--- config.mk ---
export PLATFORM = sky130hd
export DESIGN_NAME = enc16_4_seq
export DESIGN_NICKNAME = d
export VERILOG_FILES = /design/src/rtl/enc16_4_seq.sv
export SDC_FILE = /design/constraint.sdc
export NUM_CORES = 1
export LEC_CHECK = 0
export CORE_MARGIN = 5
export CORE_UTILIZATION = 30
export CTS_BUF_LIST = sky130_fd_sc_hd__clkbuf_4 sky130_fd_sc_hd__clkbuf_8 sky130_fd_sc_hd__clkbuf_16
export DETAILED_ROUTE_END_ITERATION = 7
export DONT_BUFFER_PORTS = 1
export GPL_TIMING_DRIVEN = 0
export PLACE_DENSITY = 0.54
export SLEW_MARGIN = 15
export SYNTH_ARGS = -nofsm -noshare
export SYNTH_HDL_FRONTEND = slang
export SYNTH_SLANG_ARGS = --single-unit
--- constraint.sdc ---
create_clock -name clk -period 5.35 [get_ports clk]
set_clock_uncertainty 0.2 [all_clocks]
set_input_delay 1.07 -clock clk [delete_from_list [all_inputs] [get_ports clk]]
set_output_delay 1.07 -clock clk [all_outputs]
set_load 0.03 [all_outputs]
--- src/rtl/enc16_4_seq.sv ---
// Sequential 16-to-4 priority encoder: latches a multi-hot request vector and
// presents one set-bit index per ready handshake, highest index first.
module enc16_4_seq (
    input  logic        clk,
    input  logic        rst,
    input  logic        load,
    input  logic [15:0] req,
    input  logic        ready,
    output logic        a,
    output logic        b,
    output logic        c,
    output logic        d,
    output logic        valid,
    output logic        busy,
    output logic [4:0]  remaining,
    output logic        done,
    output logic        none
);

    typedef enum logic {
        IDLE = 1'b0,
        EMIT = 1'b1
    } state_t;

    state_t      state, state_nxt;
    logic [15:0] pending, pending_nxt, pending_clr;
    logic [3:0]  idx, idx_nxt;
    logic [4:0]  remaining_nxt;
    logic        valid_nxt, done_nxt, none_nxt;

    function automatic logic [3:0] msb_index(input logic [15:0] v);
        msb_index = '0;
        for (int unsigned i = 0; i < 16; i++) begin
            if (v[i]) msb_index = i[3:0];
        end
    endfunction

    function automatic logic [4:0] pop_count(input logic [15:0] v);
        pop_count = '0;
        for (int unsigned i = 0; i < 16; i++) begin
            pop_count = pop_count + {4'b0000, v[i]};
        end
    endfunction

    always_comb begin
        state_nxt     = state;
        pending_nxt   = pending;
        idx_nxt       = idx;
        remaining_nxt = remaining;
        valid_nxt     = valid;
        done_nxt      = 1'b0;
        none_nxt      = 1'b0;
        pending_clr   = pending & ~(16'h0001 << idx);

        case (state)
            IDLE: begin
                if (load) begin
                    if (|req) begin
                        pending_nxt   = req;
                        idx_nxt       = msb_index(req);
                        remaining_nxt = pop_count(req);
                        valid_nxt     = 1'b1;
                        state_nxt     = EMIT;
                    end else begin
                        none_nxt = 1'b1;
                    end
                end
            end
            EMIT: begin
                if (ready) begin
                    pending_nxt   = pending_clr;
                    remaining_nxt = remaining - 5'd1;
                    // last index keeps its value on a,b,c,d after the final handshake
                    if (pending_clr == '0) begin
                        state_nxt = IDLE;
                        valid_nxt = 1'b0;
                        done_nxt  = 1'b1;
                    end else begin
                        idx_nxt = msb_index(pending_clr);
                    end
                end
            end
        endcase
    end

    always_ff @(posedge clk) begin
        if (rst) begin
            state     <= IDLE;
            pending   <= '0;
            idx       <= '0;
            remaining <= '0;
            valid     <= 1'b0;
            done      <= 1'b0;
            none      <= 1'b0;
        end else begin
            state     <= state_nxt;
            pending   <= pending_nxt;
            idx       <= idx_nxt;
            remaining <= remaining_nxt;
            valid     <= valid_nxt;
            done      <= done_nxt;
            none      <= none_nxt;
        end
    end

    assign {a, b, c, d} = idx;
    assign busy         = (state == EMIT);

endmodule

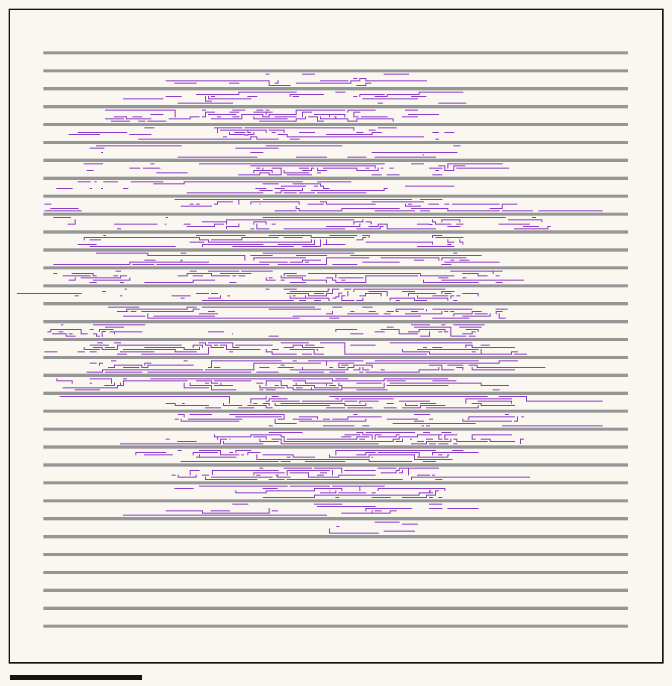
(signal wires on met1)
Scale bar: 20 um. Supply wires on this layer in gray.
longest straight run	36.8 um
nets with wire on the layer	323
wire length on this layer	3,460 um
share of all routed wire	48%
main direction	horizontal

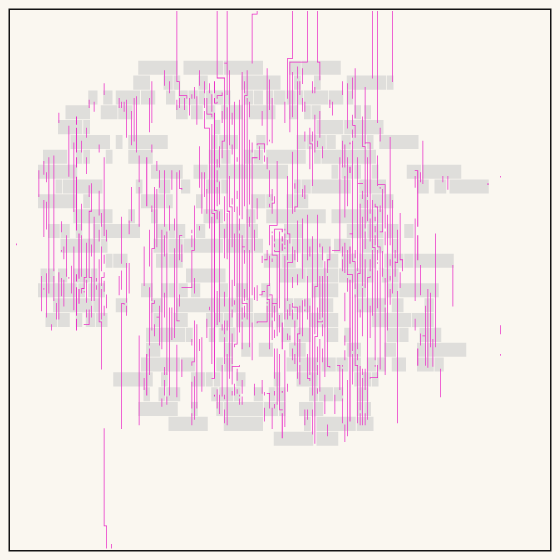
(the metal 2 layer)
main direction	vertical
wire length on this layer	3,190 um
longest straight run	36.9 um
share of all routed wire	44%
nets with wire on the layer	275

==> impl_metrics.env <==
# yosys + openroad results
export IMPL_p_clk_share_pct=27.4
export IMPL_hp_start="pending[14]$_SDFFE_PP0P_"
export IMPL_cts_tree="done"
export IMPL_die_y_um=99.0
export IMPL_finalPower_uw=895
export IMPL_worstPathArrival_ns=4.24
export IMPL_leakagePower_nw=0.992
export IMPL_final_cells=411
export IMPL_cp_max_fo=4
export IMPL_grt_pass1_vias=2211
export IMPL_path_buffers=2
export IMPL_utilization_pct=34.0
export IMPL_post_cts_buffers=0
export IMPL_cp_required_ns=5.30
export IMPL_setup_viol=0
export IMPL_ys_flops=29
export IMPL_clock_path_buffers=2
export IMPL_wl_per_cell_um=17.7
export IMPL_grt_setup_unrepaired="false"
export IMPL_worst_slew_pin_slew_ns=0.761
export IMPL_synth_warnings=0
export IMPL_whs_path_depth=2
export IMPL_post_synth_top_count_cell="dfxtp_1"
export IMPL_tool_warnings=27
export IMPL_synth_yosys_seq_area_share_pct=24.4
export IMPL_netSwitchingFraction_pct=40.0
export IMPL_regToRegSetupSlack_ns=2.28
export IMPL_antenna_found_initial=0
export IMPL_ant_nets=0
export IMPL_power_frac_seq_pct=33.1
export IMPL_crit_family="adder cells"
export IMPL_ir_drop_mv=0.144
export IMPL_dr_pass1_iters=5
export IMPL_holdBufCountCts=0
export IMPL_dieWidth_um=99.0
export IMPL_grt_use_total_pct=15.2
export IMPL_yosys_top_cells_count="29 x dfxtp_1, 26 x a21oi_1, 25 x inv_1, 25 x nand2_1, 24 x nor2_1"
export IMPL_p_int_uw=538
export IMPL_crit_path_start="req[5]"
export IMPL_p_comb_uw=354
export IMPL_coreArea_um2=7730
export IMPL_final_setup_tns_ns=0
export IMPL_worst_path_stages=12
export IMPL_edf_count=0
export IMPL_p_per_area_nw_per_um2=341
export IMPL_async_reset_ff_share_pct=0
export IMPL_routed_via_count=2272
export IMPL_yosys_top_cells_area="dfxtp_1 24%, fa_1 8.4%, a21oi_1 5.5%, o21ai_0 4.4%, inv_1 3.9%"
export IMPL_worst_r2r_cell_count=7
export IMPL_worst_path_largest_cell_delay_ns=0.57
export IMPL_postCtsResizedCells=0
export IMPL_placed_cells=403
export IMPL_fin_nets=345
export IMPL_hold_viol=0
export IMPL_slew_violations=0
export IMPL_crit_type="in2reg"
export IMPL_mappedNetlistArea_um2=2380
export IMPL_seq_power_uw=296
export IMPL_design_area_um2=2620
export IMPL_grt_pass1_wl_mm=11.8
export IMPL_drc_errors=0
export IMPL_crit_end="remaining[4]$_SDFFE_PP0P_"
export IMPL_pre_cts_slack_ns=0.735
export IMPL_place_congestion=0.867
export IMPL_ff_type="dfxtp_1"
export IMPL_period_minus_slack_ns=4.30
export IMPL_yosys_area_top_type="dfxtp_1"
export IMPL_chipArea_um2=9800
export IMPL_syn_num_nets=338
export IMPL_drt_total_wl_mm=7.26
export IMPL_path_clk_slew_ns=0.07
export IMPL_rr_endpoint="idx[0]$_SDFFE_PP0P_"
export IMPL_root_buffer="clkbuf_8"
export IMPL_syn_area_per_cell_um2=7.89
export IMPL_fin_ws_ns=1.05
export IMPL_htreeDepth=2
export IMPL_hold_end="pending[14]$_SDFFE_PP0P_"
export IMPL_grt_start_max_net_pins=11
export IMPL_status="completed"
export IMPL_startpoint_type="input pin"
export IMPL_place_area_um2=2500
export IMPL_min_path_type="reg2reg"
export IMPL_drt_initial_drc_count=166
export IMPL_switchingPower_uw=358
export IMPL_grt_overflow=0
export IMPL_area_growth_pct=10.4
export IMPL_yosysChipArea_um2=2380
export IMPL_rr_startpoint="idx[1]$_SDFFE_PP0P_"
export IMPL_synth_cells=301
export IMPL_fp_util_pct=30.7
export IMPL_max_slew_margin_pct=49.3
export IMPL_port_buffers=0
export IMPL_post_route_period_util_pct=80.3
export IMPL_end_kind="register"
export IMPL_top_power_group="combinational cells"
export IMPL_cts_made_buffers=5
export IMPL_drive_gt1_share_pct=8.09
export IMPL_critPathSlowestCell="fa_1"
export IMPL_max_cap_violations=0
export IMPL_ys_cells=301
export IMPL_num_antenna_cells=0
export IMPL_whs_ns=0.335
export IMPL_insertion_delay_ns=0.28
export IMPL_fmax_mhz=233
export IMPL_top_area_share_pct=24.4
export IMPL_rows=32
export IMPL_pwr_share_comb_pct=39.5
export IMPL_cp_common_cell="fa_1"
export IMPL_cp_cell_sequence="inv_1 -> fa_1 -> fa_1 -> fa_1 -> fa_1 -> inv_1 -> ha_1 -> fa_1 -> a21oi_1 -> nor3b_1 -> o21ai_0 -> a21oi_1"
export IMPL_hpwl_mm=5.60
export IMPL_via_per_inst=5.53
export IMPL_powerClk_uw=245
export IMPL_synth_distinct_cells=54
export IMPL_cts_sinks=29
export IMPL_io_pins=33
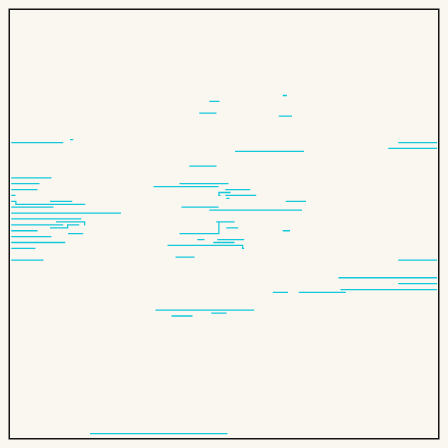
(signal wires on met3)
wire length on this layer	492 um
share of all routed wire	6.8%

routing by layer:
metal	vias up	track usage, %	wire [um]
li1	1101	-	-
met2	85	22.3	3190
met1	1076	21.9	3460
met4	0	5.25	117
met5	-	0	0
met3	10	3.11	491
cell type report:
class,count,area [um2]
clock inverters,2,37.5
clock buffers,6,82.6
plain buffers,17,78.8
fillers,817,5100
well taps,102,128
flip-flops and latches,29,581
inverters,25,93.8
multi-input cells,230,1620
sequential cells by signal, summed over array words and instances (netlist names):
name / count
done: 1
remaining: 5
valid: 1
pending: 16
idx: 4
none: 1
busy: 1
tightest hold or removal path, delay by kind of cell, from the launching register on:
kind,cells,cell delay (ns)
AOI/OAI and AO/OA,1,0.12
DFF,1,0.33
and+or+nand+nor,1,0.05
kinds of logic (layout without fill, tap and decap cells):
kind of cell    Yosys count  count (layout)  synth area share (%)
simple gates            104             104                  22.6
fa+ha+maj                17              17                  12.1
buf+inv                  42              50                  7.27
compound gates           99              99                  29.1
xor+xnor                  2               2                 0.737
mux                       8               8                  3.74
flops                    29              29                  24.4
layout by cell type (no fill, tap or decap), types with 3 or more instances in the layout:
master,instances
dfxtp_1,29
a21oi_1,26
inv_1,25
nand2_1,25
nor2_1,24
o21ai_0,21
nand2b_1,11
clkbuf_1,10
fa_1,10
nor3_1,9
a22oi_1,8
ha_1,7
nor4_1,6
buf_2,6
o21a_1,6
nor2b_1,6
clkbuf_8,6
nor3b_1,5
a31oi_1,5
a211oi_1,5
nand3_1,5
mux2i_1,4
o22ai_1,3
and2_1,3
o211ai_1,3
